### config.mk
export PLATFORM = sky130hd
export DESIGN_NAME = irq_vector_encoder_flat
export DESIGN_NICKNAME = d
export VERILOG_FILES = /design/src/rtl/irq_vector_encoder_pkg.sv /design/src/rtl/irq_vector_encoder_if.sv /design/src/rtl/irq_vector_encoder_prio_enc16.sv /design/src/rtl/irq_vector_encoder.sv /design/src/flat_wrapper.sv
export SDC_FILE = /design/constraint.sdc
export NUM_CORES = 1
export LEC_CHECK = 0
export CAP_MARGIN = 10
export CELL_PAD_IN_SITES_DETAIL_PLACEMENT = 1
export CELL_PAD_IN_SITES_GLOBAL_PLACEMENT = 2
export CORE_MARGIN = 2
export CORE_UTILIZATION = 29
export DETAILED_ROUTE_END_ITERATION = 10
export PLACE_DENSITY = 0.89
export SLEW_MARGIN = 20
export SYNTH_ARGS = -nofsm -noshare
export SYNTH_HDL_FRONTEND = slang
export SYNTH_SLANG_ARGS = --single-unit
### constraint.sdc
create_clock -name clk -period 3.7 [get_ports clk]
set_clock_uncertainty 0.2 [all_clocks]
set_input_delay 1.11 -clock clk [delete_from_list [all_inputs] [get_ports clk]]
set_output_delay 1.11 -clock clk [all_outputs]
set_load 0.02 [all_outputs]
### src/rtl/irq_vector_encoder_pkg.sv
// Shared constants, FSM state encoding and a one-hot helper for the IRQ vector encoder.
package irq_vector_encoder_pkg;

    localparam int unsigned N_SRC = 16;
    localparam int unsigned IDX_W = $clog2(N_SRC);

    typedef enum logic {
        StIdle    = 1'b0,
        StPresent = 1'b1
    } state_e;

    function automatic logic [N_SRC-1:0] idx_to_onehot(input logic [IDX_W-1:0] idx);
        logic [N_SRC-1:0] oh;
        oh      = '0;
        oh[idx] = 1'b1;
        return oh;
    endfunction

endpackage

### src/rtl/irq_vector_encoder_if.sv
// Vector handshake between the IRQ encoder (master) and the exception/control unit (slave).
interface irq_vector_encoder_if;
    import irq_vector_encoder_pkg::*;

    logic             vec_valid;
    logic [IDX_W-1:0] vec_idx;
    logic             vec_ack;

    modport master (
        output vec_valid,
        output vec_idx,
        input  vec_ack
    );

    modport slave (
        input  vec_valid,
        input  vec_idx,
        output vec_ack
    );

endinterface

### src/rtl/irq_vector_encoder_prio_enc16.sv
// Combinational 16-to-4 priority encoder; the lowest set bit wins.
module irq_vector_encoder_prio_enc16
    import irq_vector_encoder_pkg::*;
(
    input  logic [N_SRC-1:0] req,
    output logic [IDX_W-1:0] idx,
    output logic             found
);

    // Scan high to low so the last hit, and therefore the result, is the lowest index.
    always_comb begin
        idx   = '0;
        found = 1'b0;
        for (int i = N_SRC - 1; i >= 0; i--) begin
            if (req[i]) begin
                idx   = IDX_W'(i);
                found = 1'b1;
            end
        end
    end

endmodule

### src/rtl/irq_vector_encoder.sv
// Edge-captured, masked, lowest-index-first interrupt vector encoder with a valid/ack output.
module irq_vector_encoder
    import irq_vector_encoder_pkg::*;
(
    input  logic                 clk,
    input  logic                 rst,
    input  logic [N_SRC-1:0]     irq_in,
    input  logic [N_SRC-1:0]     irq_mask,
    output logic [N_SRC-1:0]     pending,
    output logic                 irq_any,
    irq_vector_encoder_if.master vec
);

    state_e           state_q, state_d;
    logic [N_SRC-1:0] irq_prev_q, irq_prev_d;
    logic [N_SRC-1:0] pending_q, pending_d;
    logic [IDX_W-1:0] vec_idx_q, vec_idx_d;

    logic [N_SRC-1:0] eligible;
    logic [N_SRC-1:0] rise;
    logic [N_SRC-1:0] clr;
    logic [IDX_W-1:0] enc_idx;
    logic             enc_found;

    assign eligible = pending_q & ~irq_mask;
    assign rise     = irq_in & ~irq_prev_q;

    irq_vector_encoder_prio_enc16 u_prio_enc (
        .req   (eligible),
        .idx   (enc_idx),
        .found (enc_found)
    );

    always_comb begin
        state_d   = state_q;
        vec_idx_d = vec_idx_q;
        clr       = '0;
        unique case (state_q)
            StIdle: begin
                if (enc_found) begin
                    state_d   = StPresent;
                    vec_idx_d = enc_idx;
                end
            end
            StPresent: begin
                // Index stays frozen until ack, regardless of new requests or mask changes.
                if (vec.vec_ack) begin
                    state_d = StIdle;
                    clr     = idx_to_onehot(vec_idx_q);
                end
            end
        endcase
    end

    // A fresh rise on the acknowledged bit survives the clear.
    always_comb begin
        irq_prev_d = irq_in;
        pending_d  = (pending_q & ~clr) | rise;
    end

    // irq_prev resets high so lines already asserted at reset release are not captured.
    always_ff @(posedge clk or posedge rst) begin
        if (rst) begin
            state_q    <= StIdle;
            irq_prev_q <= '1;
            pending_q  <= '0;
            vec_idx_q  <= '0;
        end else begin
            state_q    <= state_d;
            irq_prev_q <= irq_prev_d;
            pending_q  <= pending_d;
            vec_idx_q  <= vec_idx_d;
        end
    end

    assign pending       = pending_q;
    assign irq_any       = |eligible;
    assign vec.vec_valid = (state_q == StPresent);
    assign vec.vec_idx   = vec_idx_q;

endmodule

### src/flat_wrapper.sv
// flat-port wrapper written by rule: the top's interface ports become plain ports
module irq_vector_encoder_flat import irq_vector_encoder_pkg::*;
  (clk, rst, irq_in, irq_mask, pending, irq_any, vec_vec_valid, vec_vec_idx, vec_vec_ack);
  irq_vector_encoder_if vec_i ();
  input  logic clk;
  input  logic rst;
  input  logic [N_SRC-1:0] irq_in;
  input  logic [N_SRC-1:0] irq_mask;
  output logic [N_SRC-1:0] pending;
  output logic irq_any;
  output wire logic [$bits(vec_i.vec_valid)-1:0] vec_vec_valid;
  output wire logic [$bits(vec_i.vec_idx)-1:0] vec_vec_idx;
  input wire logic [$bits(vec_i.vec_ack)-1:0] vec_vec_ack;
  assign vec_vec_valid = vec_i.vec_valid;
  assign vec_vec_idx = vec_i.vec_idx;
  assign vec_i.vec_ack = vec_vec_ack;
  irq_vector_encoder u_core (.clk(clk), .rst(rst), .irq_in(irq_in), .irq_mask(irq_mask), .pending(pending), .irq_any(irq_any), .vec(vec_i));
endmodule
Routed metal, one colour a layer:
Scale: 8 px per µm. Two of the layers only.
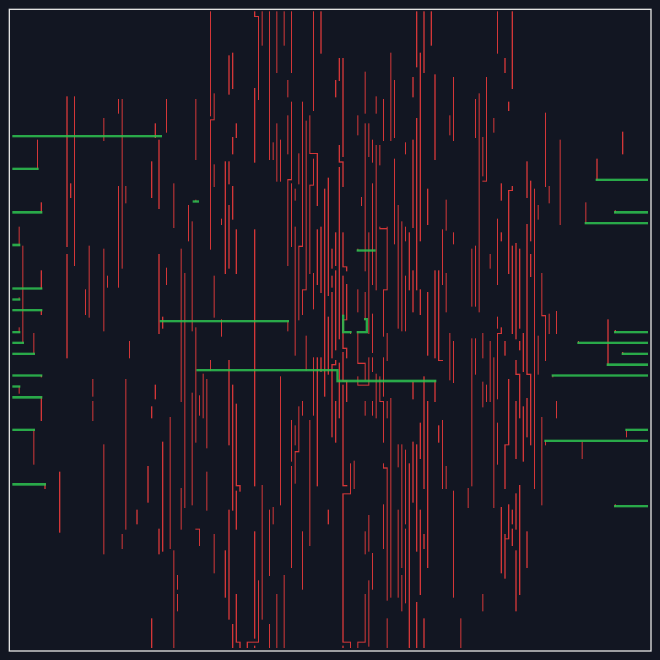
green -> metal 3  # wire length 175 µm
red -> metal 2  # wire length 2400 µm
total track usage: 16.1%
Via Count: 1436

Clock distribution:
Scale: 8 px per µm.
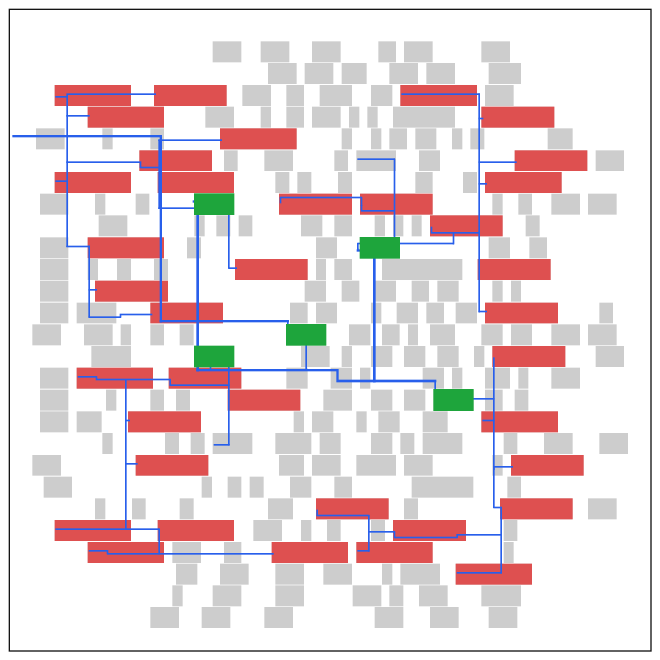
green -> clock drivers  # count 5
blue -> clock wires  # length 499 µm
red -> flip-flops  # count 37
flops lie = widely spread

==> flow_summary.toml <==
# flow metrics
[outcome]
status = "complete, no violations"

[critical_path]
r2r_end = "u_core.vec.vec_idx[2]"
path_buffers = 2
start_kind = "input pin"
crit_required_ns = 2.39
cp-endpoint = "irq_any"
r2r_start = "u_core.pending[1]"
cp_max_fo = 3
reg2reg_depth = 6
crit_type = "in -> out"
cp.depth = 6
crit_chain = "clkdlybuf4s50_1, or2b_2, nand4_4, nor2_2, nand2_1, buf_2"
endpoint_kind = "output pin"
r2r_slack_ns = 1.81
startpoint = "irq_mask[0]"
critical-path-top-delay-family = "simple AND/OR/NAND/NOR gates"
critPathMaxStageDelay_ns = 0.39

[cells_and_area]
ff_count = 37
sh_seq_area_pct = 36.5
clk_share_pct = 3.91
logic_gate_count = 98
n_all_buffers = 76
clkbuf_count = 7
antenna_cells = 0
comb_share_pct = 26.2
drive_above_1_share_pct = 27.7
fillCellCount = 647
logic_area_um2 = 679
finalNetCount = 272
nNonClkInverters = 19
utilization_pct = 46.8
final_area_um2 = 2590
lay_top_cells = "clkdlybuf4s50_1 (55), o21ai_0 (33), dfrtp_1 (21), buf_4 (20), inv_1 (19)"
fin_cells = 310
ff_latch_area_um2 = 946

[worst_hold_path]
min_from = "u_core.irq_prev_q[7]"
hp-class = "reg -> reg"
holdPathEnd = "u_core.pending[7]"

[synthesis]
most_common_cell = "o21ai_0"
synth_seq_share_pct = 56.4
yosys.area.top_type = "dfrtp_1"
synthAdderAreaFrac_pct = 0
ys_top_cells_by_area = "dfrtp_1 (31%), dfstp_2 (25%), o21ai_0 (9.9%)"
top_cells_by_count = "o21ai_0 (33), dfrtp_1 (21), inv_1 (19), dfstp_2 (16), nand2_1 (14)"
ys.flops = 37
edf_count = 0
ys_warn_count = 0
mux_area_share_pct = 0
aoi_share_pct = 17.8
dominantRegCellSynth = "dfrtp_1"
ys_cells = 154
synth.distinct_cells = 32
netlist.area_leader.share_pct = 31.3

[global_route]
grt_pass1_vias = 1557
antenna_found_initial = 0
use_met3_pct = 3.28
grt_pass1_wl_mm = 7.76
overflow = 0
grt_max_degree = 38
met2_usage_pct = 28.2
grt_busiest_layer = "met2"

[placement]
place_area_um2 = 2470
portBuffers = 56
place_inst = 301
post-dp-hpwl_mm = 3.54
pre_cts_slack_ns = -0.333
place.gp.congestion = 0.877

[pwr]
pg_comb_mw = 0.266
p_leak_nw = 1.12
sw_frac_of_total_pct = 28.7
seqPwrFrac_pct = 45.0
switching_power_mw = 0.301
p_per_area_nw_per_um2 = 405
top_power_group = "sequential cells"
power_mw = 1.05
clock_power_share_pct = 29.6
ir_drop_mv = 0.150
pwr-share-comb_pct = 25.4
internal_power_mw = 0.749

[die]
fp.dieH_um = 80.0
core_um2 = 5540
floorplan.core_util_pct = 30.3
chip_area_um2 = 6410

[clocking]
cts_buffer_depth = 2
cts_root_buf = "clkbuf_8"
clkTransAtPathRegs_ns = 0.07
clock-sinks = 37
numCtsBuffers = 5
cts_tree = "built"
cts_resized = 4
insertion_delay_ns = 0.29
ctsHtreeMaxLevel = 2

[timing]
rsz0062_at_grt = "no"
tns_ns = 0
fmax_mhz = 280
tightest_slew_ns = 0.467
setup_viol = 0
setup_slack_ns = 0.125
period_used_pct = 96.6
slew_headroom_pct = 68.9

[job]
warnings = 26

[routing]
drt_pre_antenna_iters = 4
routed.top_layer = "met4"
antenna_left = 0
wl_met2_mm = 2.40
met1_length_mm = 1.96
wirelength_mm = 4.59
vias_per_cell = 4.63
Power and IR drop assume default switching activity.
